===== src/rtl/softmax_pkg.sv =====
// rtl/softmax_pkg.sv - shared lane geometry and FSM state type for softmax_exp_accum
package softmax_pkg;
  localparam int LANES      = 8;
  localparam int LANE_W     = 8;
  localparam int BEAT_SUM_W = 11;

  typedef enum logic {
    ST_ACC = 1'b0,
    ST_OUT = 1'b1
  } state_t;
endpackage


===== src/rtl/softmax_lane_adder.sv =====
// rtl/softmax_lane_adder.sv - combinational sum of the eight unsigned lanes of one beat
module softmax_lane_adder
  import softmax_pkg::*;
(
  input  logic [LANES*LANE_W-1:0] i_data,
  output logic [BEAT_SUM_W-1:0]   o_sum
);

  always_comb begin
    o_sum = '0;
    for (int k = 0; k < LANES; k++) begin
      o_sum = o_sum + BEAT_SUM_W'(i_data[k*LANE_W +: LANE_W]);
    end
  end

endmodule


===== src/rtl/softmax_exp_accum.sv =====
// rtl/softmax_exp_accum.sv - per-row accumulator of exp-LUT beats for softmax normalisation
// Optional clamping accumulator: define SOFTMAX_ACC_SAT_EN (default build wraps modulo 2^SUM_W).
module softmax_exp_accum
  import softmax_pkg::*;
#(
  parameter int MAX_BEATS = 16,
  parameter int SUM_W     = 16
) (
  input  logic                           clk,
  input  logic                           rst,
  input  logic                           in_valid,
  output logic                           in_ready,
  input  logic [63:0]                    in_data,
  input  logic                           in_last,
  output logic                           out_valid,
  input  logic                           out_ready,
  output logic [SUM_W-1:0]               out_sum,
  output logic [$clog2(MAX_BEATS+1)-1:0] out_beats,
  output logic                           out_err
);

  localparam int CNT_W = $clog2(MAX_BEATS + 1);

  state_t                  r_state;
  state_t                  w_state_nxt;
  logic [SUM_W:0]          r_acc;
  logic [CNT_W-1:0]        r_cnt;
  logic                    r_err;
  logic [BEAT_SUM_W-1:0]   w_beat_sum;
  logic [SUM_W:0]          w_acc_add;
  logic [SUM_W:0]          w_acc_nxt;
  logic [CNT_W-1:0]        w_cnt_nxt;
  logic                    w_accept;
  logic                    w_out_hs;
  logic                    w_at_limit;

  softmax_lane_adder u_lane_adder (
    .i_data (in_data),
    .o_sum  (w_beat_sum)
  );

  assign in_ready   = (r_state == ST_ACC);
  assign out_valid  = (r_state == ST_OUT);
  assign w_accept   = in_valid && in_ready;
  assign w_out_hs   = out_valid && out_ready;
  assign w_cnt_nxt  = r_cnt + CNT_W'(1);
  assign w_at_limit = (w_cnt_nxt == CNT_W'(MAX_BEATS));
  assign w_acc_add  = r_acc + (SUM_W+1)'(w_beat_sum);

  // Top accumulator bit is the carry out of the SUM_W-bit sum; it is never stored set.
`ifdef SOFTMAX_ACC_SAT_EN
  assign w_acc_nxt = w_acc_add[SUM_W] ? {1'b0, {SUM_W{1'b1}}} : w_acc_add;
`else
  assign w_acc_nxt = w_acc_add & {1'b0, {SUM_W{1'b1}}};
`endif

  always_comb begin
    w_state_nxt = r_state;
    case (r_state)
      ST_ACC:  if (w_accept && (in_last || w_at_limit)) w_state_nxt = ST_OUT;
      ST_OUT:  if (w_out_hs) w_state_nxt = ST_ACC;
      default: w_state_nxt = ST_ACC;
    endcase
  end

  always_ff @(posedge clk or posedge rst) begin
    if (rst) r_state <= ST_ACC;
    else     r_state <= w_state_nxt;
  end

  always_ff @(posedge clk or posedge rst) begin
    if (rst) begin
      r_acc <= '0;
      r_cnt <= '0;
      r_err <= 1'b0;
    end else if (w_accept) begin
      r_acc <= w_acc_nxt;
      r_cnt <= w_cnt_nxt;
      r_err <= w_at_limit && !in_last;
    end else if (w_out_hs) begin
      r_acc <= '0;
      r_cnt <= '0;
      r_err <= 1'b0;
    end
  end

  assign out_sum   = r_acc[SUM_W-1:0];
  assign out_beats = r_cnt;
  assign out_err   = r_err;

endmodule


===== config.mk =====
export PLATFORM = sky130hd
export DESIGN_NAME = softmax_exp_accum
export DESIGN_NICKNAME = d
export VERILOG_FILES = /design/src/rtl/softmax_pkg.sv /design/src/rtl/softmax_lane_adder.sv /design/src/rtl/softmax_exp_accum.sv
export SDC_FILE = /design/constraint.sdc
export NUM_CORES = 1
export LEC_CHECK = 0
export CAP_MARGIN = 20
export CORE_AREA = 2 2 118 120
export CTS_CLUSTER_DIAMETER = 60
export DETAILED_ROUTE_END_ITERATION = 6
export DIE_AREA = 0 0 120 122
export PLACE_DENSITY_LB_ADDON = 0.12
export SETUP_SLACK_MARGIN = 0.1
export SYNTH_ARGS = -nofsm -noshare
export SYNTH_HDL_FRONTEND = slang
export SYNTH_HIERARCHICAL = 1
export SYNTH_SLANG_ARGS = --single-unit

===== constraint.sdc =====
create_clock -name clk -period 1.85 [get_ports clk]
set_input_delay 0.37 -clock clk [delete_from_list [all_inputs] [get_ports clk]]
set_output_delay 0.37 -clock clk [all_outputs]
set_load 0.01 [all_outputs]

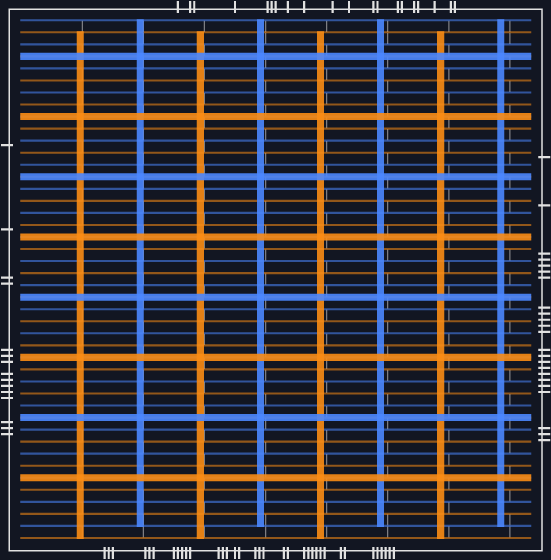
**Above:** supply network.
Pins as bars on the die edge. Tap cells in gray.
legend:
  orange:
    net: VSS
  blue:
    net: VDD
met5 straps: 8
signal pins: 93
rows: 43
met4 straps: 8
chip width: 120 um
Die Height: 122 um

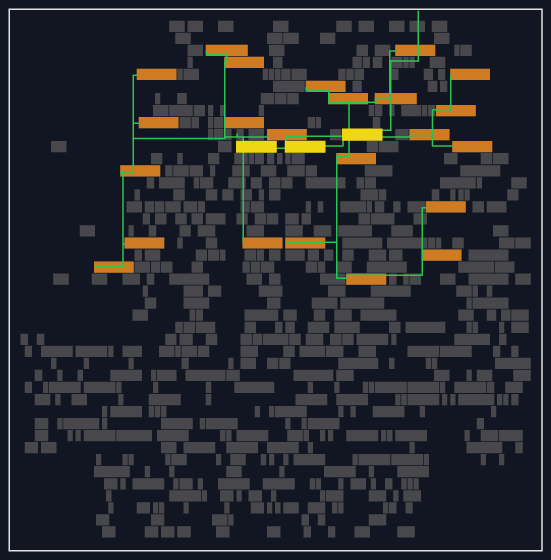
**Above:** routed clock nets over the placement.
legend:
  green:
    item: clock wires
    length: 396 um
  yellow:
    item: clock drivers
    count: 3
  orange:
    item: flip-flops
    count: 23
routed clock nets: 4

==> results_dict.tcl <==
# flow metrics
set metrics [dict create \
    maxCapViolations 0 \
    cts_resized 199 \
    aoi_share 0.156 \
    lay_top_count "inv_1" \
    seq_share 0.108 \
    violations "setup timing" \
    well_tap_count 180 \
    nNetsFinal 670 \
    clock_latency_ps 260 \
    final-setup-viol-count 15 \
    worst_setup_path_end_kind "flip-flop" \
    hold_viol 0 \
    stdcell_area_sq_um 5360 \
    syn-cell-area_sq_um 3270 \
    rows 43 \
    grt_overflow 0 \
    clock_buffers 3 \
    warning_count 29 \
    fin_crit_sh 2.53 \
    synth_seq_share 0.176 \
    logic_gates 229 \
    ys_sh_adder 0.382 \
    die_area_sq_um 14600 \
    nonClockInverterCount 118 \
    clkSinkCount 23 \
    worst_slack_ps -2840 \
    cts_buffers 3 \
    antenna-diode-count 0 \
    drc 0 \
    yosysWarnings 6 \
    clock-root-buffer "clkbuf_16" \
    outcome "finished, violations left" \
    logic_area_sq_um 2650 \
    io_pins 93 \
]
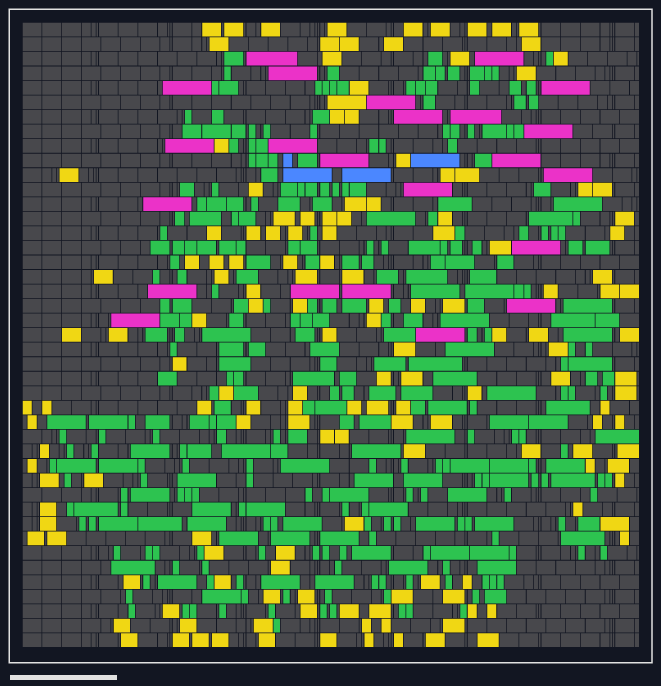
**Above:** placed cells, one color a class.
Scale bar: 20 um. Fill, decap, tap and diode cells in gray.
legend:
  green:
    class: combinational and other logic
    cells: 347
  magenta:
    class: sequential cells
    cells: 23
  blue:
    class: clock drivers and dummy loads
    cells: 4
  yellow:
    class: remaining buffers and delay cells
    cells: 155

[per-layer routing]
metal  vias up  global-route usage  wire (um)
li1       1486                   -          -
met1      1441               0.152       3660
met2        48               0.212       4100
met3         2              0.0145        269
met4         0             0.00882         15
met5         -                   0          0
[sequential cells by signal, summed over array words and instances (netlist names)]
register,flops
out_err,1
r_acc,16
out_valid,1
out_beats,5
[worst max-delay path: cells and delay by family]
family          cells  cell delay (ps)
mux                 1              140
fa+ha+maj           6             2660
buf+inv             6              380
simple gates        4              560
compound gates      4              730
[logic make-up (layout without fill, tap and decap cells)]
kind of cell / Yosys count / after routing
buffers and inverters: 123 / 277
AOI/OAI and AO/OA: 75 / 75
adders and majority gates: 71 / 71
and+or+nand+nor: 70 / 70
DFF: 23 / 23
xor gates and xnor gates: 8 / 8
muxes: 5 / 5
[synthesized netlist by cell type, types with 5 or more instances]
cell type  number  area [sq um]
nor2_1          8          30.0
nor3_1          5          25.0
a21oi_1        15          75.1
ha_1           23           288
dfrtp_1        23           576
a21o_1          5          37.5
nand4_1         6          37.5
a21oi_2         5          43.8
mux2i_1         5          50.1
o21ai_0        19          95.1
nand2_1        29           109
fa_1           48           961
xnor2_1         5          43.8
nand3_1         7          35.0
a31oi_1         6          37.5
inv_1         118           443
[how the worst max path moves through the flow]
stage	end	slack, ps	cells after the start
after floorplan	r_acc[13]	-2940	20
after global placement	r_acc[13]	-3660	21
after detailed placement	r_acc[12]	-3720	22
after CTS	r_acc[15]	-2880	21
after global routing	r_acc[15]	-3020	21
final	r_acc[15]	-2840	21
